## src/rtl/mem_arb_pkg.sv

```systemverilog
// Shared definitions for the memory block-port arbiter.
// Contents: default line geometry, the arbiter state encoding and the
// line-address alignment helper used when a grant latches an address.
package mem_arb_pkg;

  localparam int unsigned DEF_BLOCK_BITS  = 256;
  localparam int unsigned DEF_OFFSET_BITS = 5;

  // StIdle doubles as "no grant" in the grant selector output.
  typedef enum logic [2:0] {
    StIdle,
    StIRd,
    StDRd,
    StDWr,
    StResp
  } arb_state_e;

  // Clear the byte-offset bits so memory always sees a line-aligned address.
  function automatic logic [31:0] line_align(input logic [31:0] addr,
                                             input int unsigned off_bits);
    logic [31:0] mask;
    mask = 32'hFFFF_FFFF << off_bits;
    return addr & mask;
  endfunction

endpackage

```

## src/rtl/mem_block_arbiter_if.sv

```systemverilog
// Bundle of every non-clock/reset signal of the memory block arbiter.
// Cache side : i_req/i_addr -> i_done/i_block ; d_req/d_we/d_addr/d_wblock -> d_done/d_block
// Memory side: mem_addr/mem_blk_read/mem_blk_write/mem_wblock -> mem_rblock/mem_*_valid
// Status     : busy, timeout_err
// Modports   : master = the arbiter itself, slave = caches plus memory (the environment).
interface mem_block_arbiter_if import mem_arb_pkg::*; #(
  parameter int unsigned BLOCK_BITS = DEF_BLOCK_BITS
);

  logic                  i_req;
  logic [31:0]           i_addr;
  logic                  i_done;
  logic [BLOCK_BITS-1:0] i_block;

  logic                  d_req;
  logic                  d_we;
  logic [31:0]           d_addr;
  logic [BLOCK_BITS-1:0] d_wblock;
  logic                  d_done;
  logic [BLOCK_BITS-1:0] d_block;

  logic [31:0]           mem_addr;
  logic                  mem_blk_read;
  logic                  mem_blk_write;
  logic [BLOCK_BITS-1:0] mem_wblock;
  logic [BLOCK_BITS-1:0] mem_rblock;
  logic                  mem_read_valid;
  logic                  mem_write_valid;

  logic                  busy;
  logic                  timeout_err;

  modport master (
    input  i_req, i_addr, d_req, d_we, d_addr, d_wblock,
    input  mem_rblock, mem_read_valid, mem_write_valid,
    output i_done, i_block, d_done, d_block,
    output mem_addr, mem_blk_read, mem_blk_write, mem_wblock,
    output busy, timeout_err
  );

  modport slave (
    output i_req, i_addr, d_req, d_we, d_addr, d_wblock,
    output mem_rblock, mem_read_valid, mem_write_valid,
    input  i_done, i_block, d_done, d_block,
    input  mem_addr, mem_blk_read, mem_blk_write, mem_wblock,
    input  busy, timeout_err
  );

endinterface

```

## src/rtl/arb_grant_select.sv

```systemverilog
// Combinational grant choice for an idle arbiter.
// Ports: i_d_req, i_d_we, i_i_req  - current request levels
//        i_streak_max             - D-cache has used up its consecutive-grant allowance
//        o_grant                  - StDWr/StDRd/StIRd, or StIdle when nothing to grant
module arb_grant_select import mem_arb_pkg::*; (
  input  logic       i_d_req,
  input  logic       i_d_we,
  input  logic       i_i_req,
  input  logic       i_streak_max,
  output arb_state_e o_grant
);

  always_comb begin
    o_grant = StIdle;
    // D wins unless a waiting I-fetch has been passed over too many times.
    if (i_d_req && !(i_i_req && i_streak_max)) begin
      o_grant = i_d_we ? StDWr : StDRd;
    end else if (i_i_req) begin
      o_grant = StIRd;
    end
  end

endmodule

```

## src/rtl/mem_block_arbiter.sv

```systemverilog
// Shares the single main-memory block port between the I-cache (line reads)
// and the D-cache (line fills and write-backs), one transaction at a time.
// Ports: CLK, RESET (synchronous, active high)
//        io_bus - mem_block_arbiter_if.master carrying cache, memory and status signals
// D-cache has priority; after MAX_D_BURST consecutive D grants with an I request
// pending, the I-cache is served. A sticky timeout_err flags a slow memory.
module mem_block_arbiter import mem_arb_pkg::*; #(
  parameter int unsigned BLOCK_BITS     = DEF_BLOCK_BITS,
  parameter int unsigned OFFSET_BITS    = DEF_OFFSET_BITS,
  parameter int unsigned MAX_D_BURST    = 4,
  parameter int unsigned TIMEOUT_CYCLES = 1024
) (
  input logic                 CLK,
  input logic                 RESET,
  mem_block_arbiter_if.master io_bus
);

  localparam int unsigned STREAK_W = $clog2(MAX_D_BURST + 1);
  localparam int unsigned WAIT_W   = $clog2(TIMEOUT_CYCLES + 1);

  localparam logic [STREAK_W-1:0] StreakMax = STREAK_W'(MAX_D_BURST);
  localparam logic [WAIT_W-1:0]   WaitMax   = WAIT_W'(TIMEOUT_CYCLES);
  localparam logic [WAIT_W-1:0]   WaitLast  = WAIT_W'(TIMEOUT_CYCLES - 1);

  arb_state_e            r_state;
  arb_state_e            w_state_next;
  arb_state_e            w_grant;
  logic                  w_complete;

  logic [STREAK_W-1:0]   r_d_streak;
  logic [WAIT_W-1:0]     r_wait_cnt;

  logic                  r_i_done;
  logic                  r_d_done;
  logic [BLOCK_BITS-1:0] r_i_block;
  logic [BLOCK_BITS-1:0] r_d_block;
  logic [31:0]           r_mem_addr;
  logic                  r_mem_blk_read;
  logic                  r_mem_blk_write;
  logic [BLOCK_BITS-1:0] r_mem_wblock;
  logic                  r_busy;
  logic                  r_timeout_err;

  arb_grant_select u_grant_select (
    .i_d_req      (io_bus.d_req),
    .i_d_we       (io_bus.d_we),
    .i_i_req      (io_bus.i_req),
    .i_streak_max (r_d_streak == StreakMax),
    .o_grant      (w_grant)
  );

  // Only the valid that matches the outstanding request type ends a wait.
  always_comb begin
    w_complete = 1'b0;
    unique case (r_state)
      StIRd, StDRd: w_complete = io_bus.mem_read_valid;
      StDWr:        w_complete = io_bus.mem_write_valid;
      default:      w_complete = 1'b0;
    endcase
  end

  always_comb begin
    w_state_next = r_state;
    unique case (r_state)
      StIdle:              w_state_next = w_grant;
      StIRd, StDRd, StDWr: if (w_complete) w_state_next = StResp;
      StResp:              w_state_next = StIdle;
      default:             w_state_next = StIdle;
    endcase
  end

  always_ff @(posedge CLK) begin
    if (RESET) begin
      r_state         <= StIdle;
      r_d_streak      <= '0;
      r_wait_cnt      <= '0;
      r_i_done        <= 1'b0;
      r_d_done        <= 1'b0;
      r_i_block       <= '0;
      r_d_block       <= '0;
      r_mem_addr      <= '0;
      r_mem_blk_read  <= 1'b0;
      r_mem_blk_write <= 1'b0;
      r_mem_wblock    <= '0;
      r_busy          <= 1'b0;
      r_timeout_err   <= 1'b0;
    end else begin
      r_state  <= w_state_next;
      r_busy   <= (w_state_next != StIdle);
      r_i_done <= 1'b0;
      r_d_done <= 1'b0;

      case (r_state)
        StIdle: begin
          if (w_grant == StIRd) begin
            r_mem_addr     <= line_align(io_bus.i_addr, OFFSET_BITS);
            r_mem_blk_read <= 1'b1;
            r_wait_cnt     <= '0;
          end else if (w_grant == StDRd) begin
            r_mem_addr     <= line_align(io_bus.d_addr, OFFSET_BITS);
            r_mem_blk_read <= 1'b1;
            r_wait_cnt     <= '0;
          end else if (w_grant == StDWr) begin
            r_mem_addr      <= line_align(io_bus.d_addr, OFFSET_BITS);
            r_mem_wblock    <= io_bus.d_wblock;
            r_mem_blk_write <= 1'b1;
            r_wait_cnt      <= '0;
          end

          // Streak counts D grants that overtook a pending I request.
          if (w_grant == StIRd || !io_bus.i_req) begin
            r_d_streak <= '0;
          end else if ((w_grant == StDRd || w_grant == StDWr) && r_d_streak != StreakMax) begin
            r_d_streak <= r_d_streak + 1'b1;
          end
        end

        StIRd, StDRd, StDWr: begin
          // Saturate so a stuck memory never wraps the counter.
          if (r_wait_cnt != WaitMax) begin
            r_wait_cnt <= r_wait_cnt + 1'b1;
          end
          // Flag registers on the edge that takes the count to TIMEOUT_CYCLES.
          if (r_wait_cnt == WaitLast) begin
            r_timeout_err <= 1'b1;
          end
          if (w_complete) begin
            r_mem_blk_read  <= 1'b0;
            r_mem_blk_write <= 1'b0;
            if (r_state == StIRd) begin
              r_i_block <= io_bus.mem_rblock;
              r_i_done  <= 1'b1;
            end else if (r_state == StDRd) begin
              r_d_block <= io_bus.mem_rblock;
              r_d_done  <= 1'b1;
            end else begin
              r_d_done  <= 1'b1;
            end
          end
        end

        default: ;
      endcase
    end
  end

  assign io_bus.i_done        = r_i_done;
  assign io_bus.i_block       = r_i_block;
  assign io_bus.d_done        = r_d_done;
  assign io_bus.d_block       = r_d_block;
  assign io_bus.mem_addr      = r_mem_addr;
  assign io_bus.mem_blk_read  = r_mem_blk_read;
  assign io_bus.mem_blk_write = r_mem_blk_write;
  assign io_bus.mem_wblock    = r_mem_wblock;
  assign io_bus.busy          = r_busy;
  assign io_bus.timeout_err   = r_timeout_err;

endmodule

```

## src/flat_wrapper.sv

```systemverilog
// flat-port wrapper written by rule: the top's interface ports become plain ports
module mem_block_arbiter_flat import mem_arb_pkg::*;
#(
  parameter int unsigned BLOCK_BITS     = DEF_BLOCK_BITS,
  parameter int unsigned OFFSET_BITS    = DEF_OFFSET_BITS,
  parameter int unsigned MAX_D_BURST    = 4,
  parameter int unsigned TIMEOUT_CYCLES = 1024
)
  (CLK, RESET, io_bus_i_req, io_bus_i_addr, io_bus_d_req, io_bus_d_we, io_bus_d_addr, io_bus_d_wblock, io_bus_mem_rblock, io_bus_mem_read_valid, io_bus_mem_write_valid, io_bus_i_done, io_bus_i_block, io_bus_d_done, io_bus_d_block, io_bus_mem_addr, io_bus_mem_blk_read, io_bus_mem_blk_write, io_bus_mem_wblock, io_bus_busy, io_bus_timeout_err);
  mem_block_arbiter_if #(.BLOCK_BITS(BLOCK_BITS)) io_bus_i ();
  input logic CLK;
  input logic RESET;
  input wire logic [$bits(io_bus_i.i_req)-1:0] io_bus_i_req;
  input wire logic [$bits(io_bus_i.i_addr)-1:0] io_bus_i_addr;
  input wire logic [$bits(io_bus_i.d_req)-1:0] io_bus_d_req;
  input wire logic [$bits(io_bus_i.d_we)-1:0] io_bus_d_we;
  input wire logic [$bits(io_bus_i.d_addr)-1:0] io_bus_d_addr;
  input wire logic [$bits(io_bus_i.d_wblock)-1:0] io_bus_d_wblock;
  input wire logic [$bits(io_bus_i.mem_rblock)-1:0] io_bus_mem_rblock;
  input wire logic [$bits(io_bus_i.mem_read_valid)-1:0] io_bus_mem_read_valid;
  input wire logic [$bits(io_bus_i.mem_write_valid)-1:0] io_bus_mem_write_valid;
  output wire logic [$bits(io_bus_i.i_done)-1:0] io_bus_i_done;
  output wire logic [$bits(io_bus_i.i_block)-1:0] io_bus_i_block;
  output wire logic [$bits(io_bus_i.d_done)-1:0] io_bus_d_done;
  output wire logic [$bits(io_bus_i.d_block)-1:0] io_bus_d_block;
  output wire logic [$bits(io_bus_i.mem_addr)-1:0] io_bus_mem_addr;
  output wire logic [$bits(io_bus_i.mem_blk_read)-1:0] io_bus_mem_blk_read;
  output wire logic [$bits(io_bus_i.mem_blk_write)-1:0] io_bus_mem_blk_write;
  output wire logic [$bits(io_bus_i.mem_wblock)-1:0] io_bus_mem_wblock;
  output wire logic [$bits(io_bus_i.busy)-1:0] io_bus_busy;
  output wire logic [$bits(io_bus_i.timeout_err)-1:0] io_bus_timeout_err;
  assign io_bus_i.i_req = io_bus_i_req;
  assign io_bus_i.i_addr = io_bus_i_addr;
  assign io_bus_i.d_req = io_bus_d_req;
  assign io_bus_i.d_we = io_bus_d_we;
  assign io_bus_i.d_addr = io_bus_d_addr;
  assign io_bus_i.d_wblock = io_bus_d_wblock;
  assign io_bus_i.mem_rblock = io_bus_mem_rblock;
  assign io_bus_i.mem_read_valid = io_bus_mem_read_valid;
  assign io_bus_i.mem_write_valid = io_bus_mem_write_valid;
  assign io_bus_i_done = io_bus_i.i_done;
  assign io_bus_i_block = io_bus_i.i_block;
  assign io_bus_d_done = io_bus_i.d_done;
  assign io_bus_d_block = io_bus_i.d_block;
  assign io_bus_mem_addr = io_bus_i.mem_addr;
  assign io_bus_mem_blk_read = io_bus_i.mem_blk_read;
  assign io_bus_mem_blk_write = io_bus_i.mem_blk_write;
  assign io_bus_mem_wblock = io_bus_i.mem_wblock;
  assign io_bus_busy = io_bus_i.busy;
  assign io_bus_timeout_err = io_bus_i.timeout_err;
  mem_block_arbiter #(.BLOCK_BITS(BLOCK_BITS), .OFFSET_BITS(OFFSET_BITS), .MAX_D_BURST(MAX_D_BURST), .TIMEOUT_CYCLES(TIMEOUT_CYCLES)) u_core (.CLK(CLK), .RESET(RESET), .io_bus(io_bus_i));
endmodule
```

## config.mk

```make
export PLATFORM = sky130hd
export DESIGN_NAME = mem_block_arbiter_flat
export DESIGN_NICKNAME = d
export VERILOG_FILES = /design/src/rtl/mem_arb_pkg.sv /design/src/rtl/mem_block_arbiter_if.sv /design/src/rtl/arb_grant_select.sv /design/src/rtl/mem_block_arbiter.sv /design/src/flat_wrapper.sv
export SDC_FILE = /design/constraint.sdc
export NUM_CORES = 2
export LEC_CHECK = 0
export CAP_MARGIN = 15
export CORE_AREA = 2 2 540 542
export CTS_CLUSTER_SIZE = 25
export DETAILED_ROUTE_END_ITERATION = 12
export DIE_AREA = 0 0 542 544
export GPL_TIMING_DRIVEN = 1
export HOLD_SLACK_MARGIN = 0.15
export PLACE_DENSITY_LB_ADDON = 0.15
export SLEW_MARGIN = 5
export SYNTH_ARGS = -nofsm -noshare
export SYNTH_HDL_FRONTEND = slang
export SYNTH_SLANG_ARGS = --single-unit
```

## constraint.sdc

```tcl
create_clock -name CLK -period 5.2 [get_ports CLK]
set_clock_uncertainty 0.05 [all_clocks]
set_input_delay 1.04 -clock CLK [delete_from_list [all_inputs] [get_ports CLK]]
set_output_delay 1.04 -clock CLK [all_outputs]
set_load 0.03 [all_outputs]
```

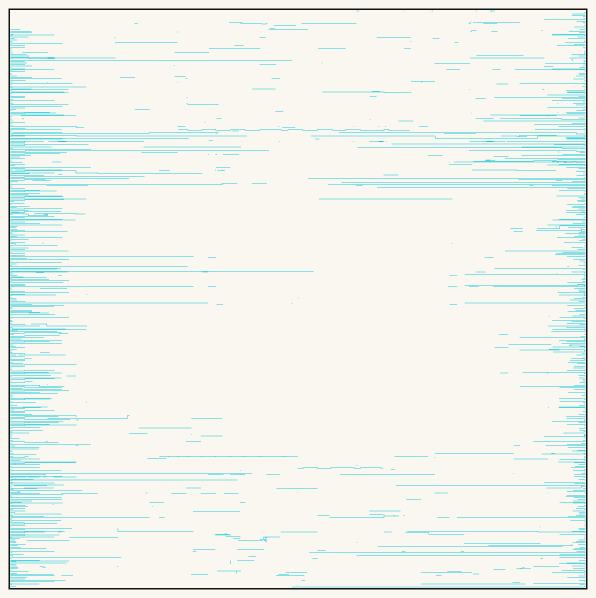
layer_met3.png
main direction: horizontal
share of all routed wire: 13%

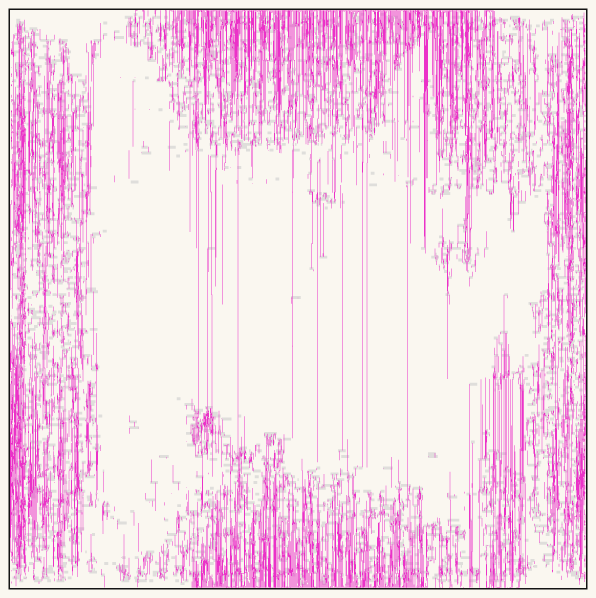
layer_met2.png
longest straight run: 303 um
share of all routed wire: 48%

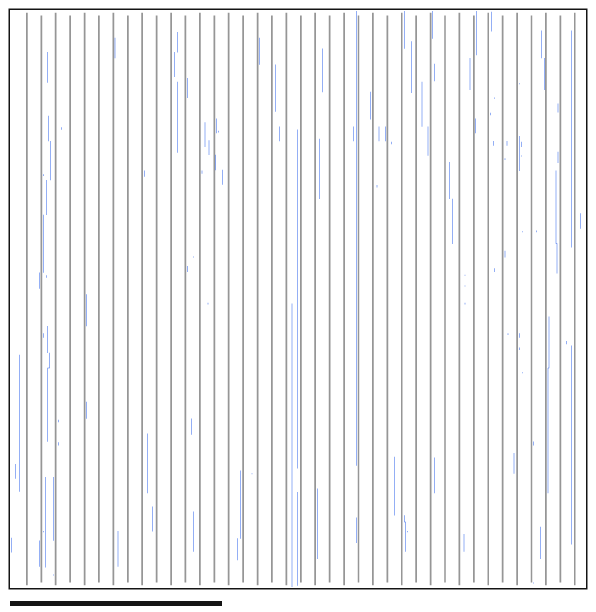
layer_met4.png
The bar under the picture is 200 um long. Supply wires on this layer in gray.
wire length on this layer: 4,010 um
nets with wire on the layer: 71

==> results.json <==
{
  "outcome": "finished clean",
  "fp_util": 0.09972,
  "fin_nets": 5445,
  "warnings": 50,
  "ff_count": 818,
  "place_inst": 8538,
  "grt_max_degree": 152,
  "synth-seq-area-share": 0.5675,
  "clock-sinks": 818,
  "worstReg2RegStart": "u_core.r_state[0]",
  "inverters": 8,
  "synth-compound-area-share": 0.1499,
  "ff_type": "dfxtp_1",
  "power.total_w": 0.01926,
  "ys_warn_count": 0,
  "dp_hpwl_um": 155600,
  "cp-start-kind": "flop",
  "row_count": 198,
  "grt_pass1_wl_um": 267800,
  "clock_area_frac": 0.07506,
  "cp_top_family": "buffers and inverters",
  "edf_count": 0,
  "core_mm2": 0.2894,
  "buf_share": 0.2857,
  "mux_share": 0.01045,
  "p_leak_nw": 16.41,
  "synth_xor_xnor_area_share": 0.001821,
  "post_cts_buffers": 0,
  "hold_end": "u_core.io_bus.d_block[128]"
}
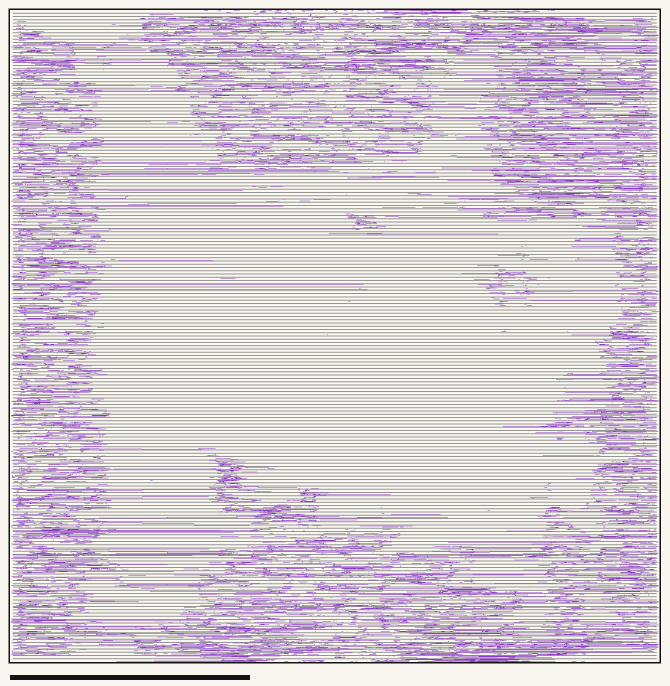
layer_met1.png
The bar under the picture is 200 um long. Supply wires on this layer in gray.
longest straight run: 293 um
nets with wire on the layer: 5,026
main direction: horizontal
wire length on this layer: 75.5 mm

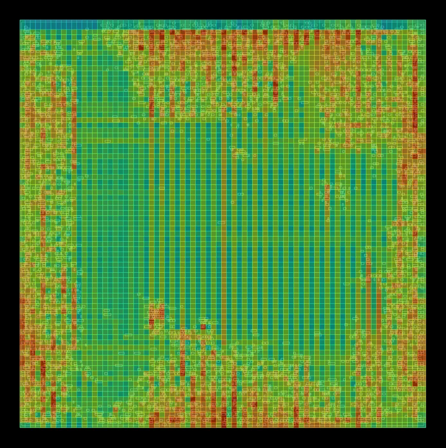
congestion.png
Global Route met2 Usage: 0.2235
wire per inst: 23.03 um
M3 GR Usage: 0.07785

-- layout by cell type, fill, tap and decap left out, drive strengths merged, types with 3 or more instances in the layout --
cell type	count
a211oi	27
a21oi	777
and3	3
buf	53
bufinv	6
clkbuf	169
clkdlybuf4s50	1372
clkinv	17
clkinvlp	5
conb	5
dfxtp	818
diode	39
ha	4
inv	14
mux2i	29
nand2	1546
nand3	7
nand3b	3
nand4	5
nor2	37
nor3	3
o21ai	5
or3	4
xnor2	4
-- per-layer routing --
layer | track usage | wire length [um] | vias up
met5 | 0 | 575 | -
met4 | 0.02725 | 4009 | 92
met3 | 0.07785 | 25540 | 285
met2 | 0.2235 | 96590 | 1184
met1 | 0.1368 | 75450 | 14210
li1 | - | - | 14220
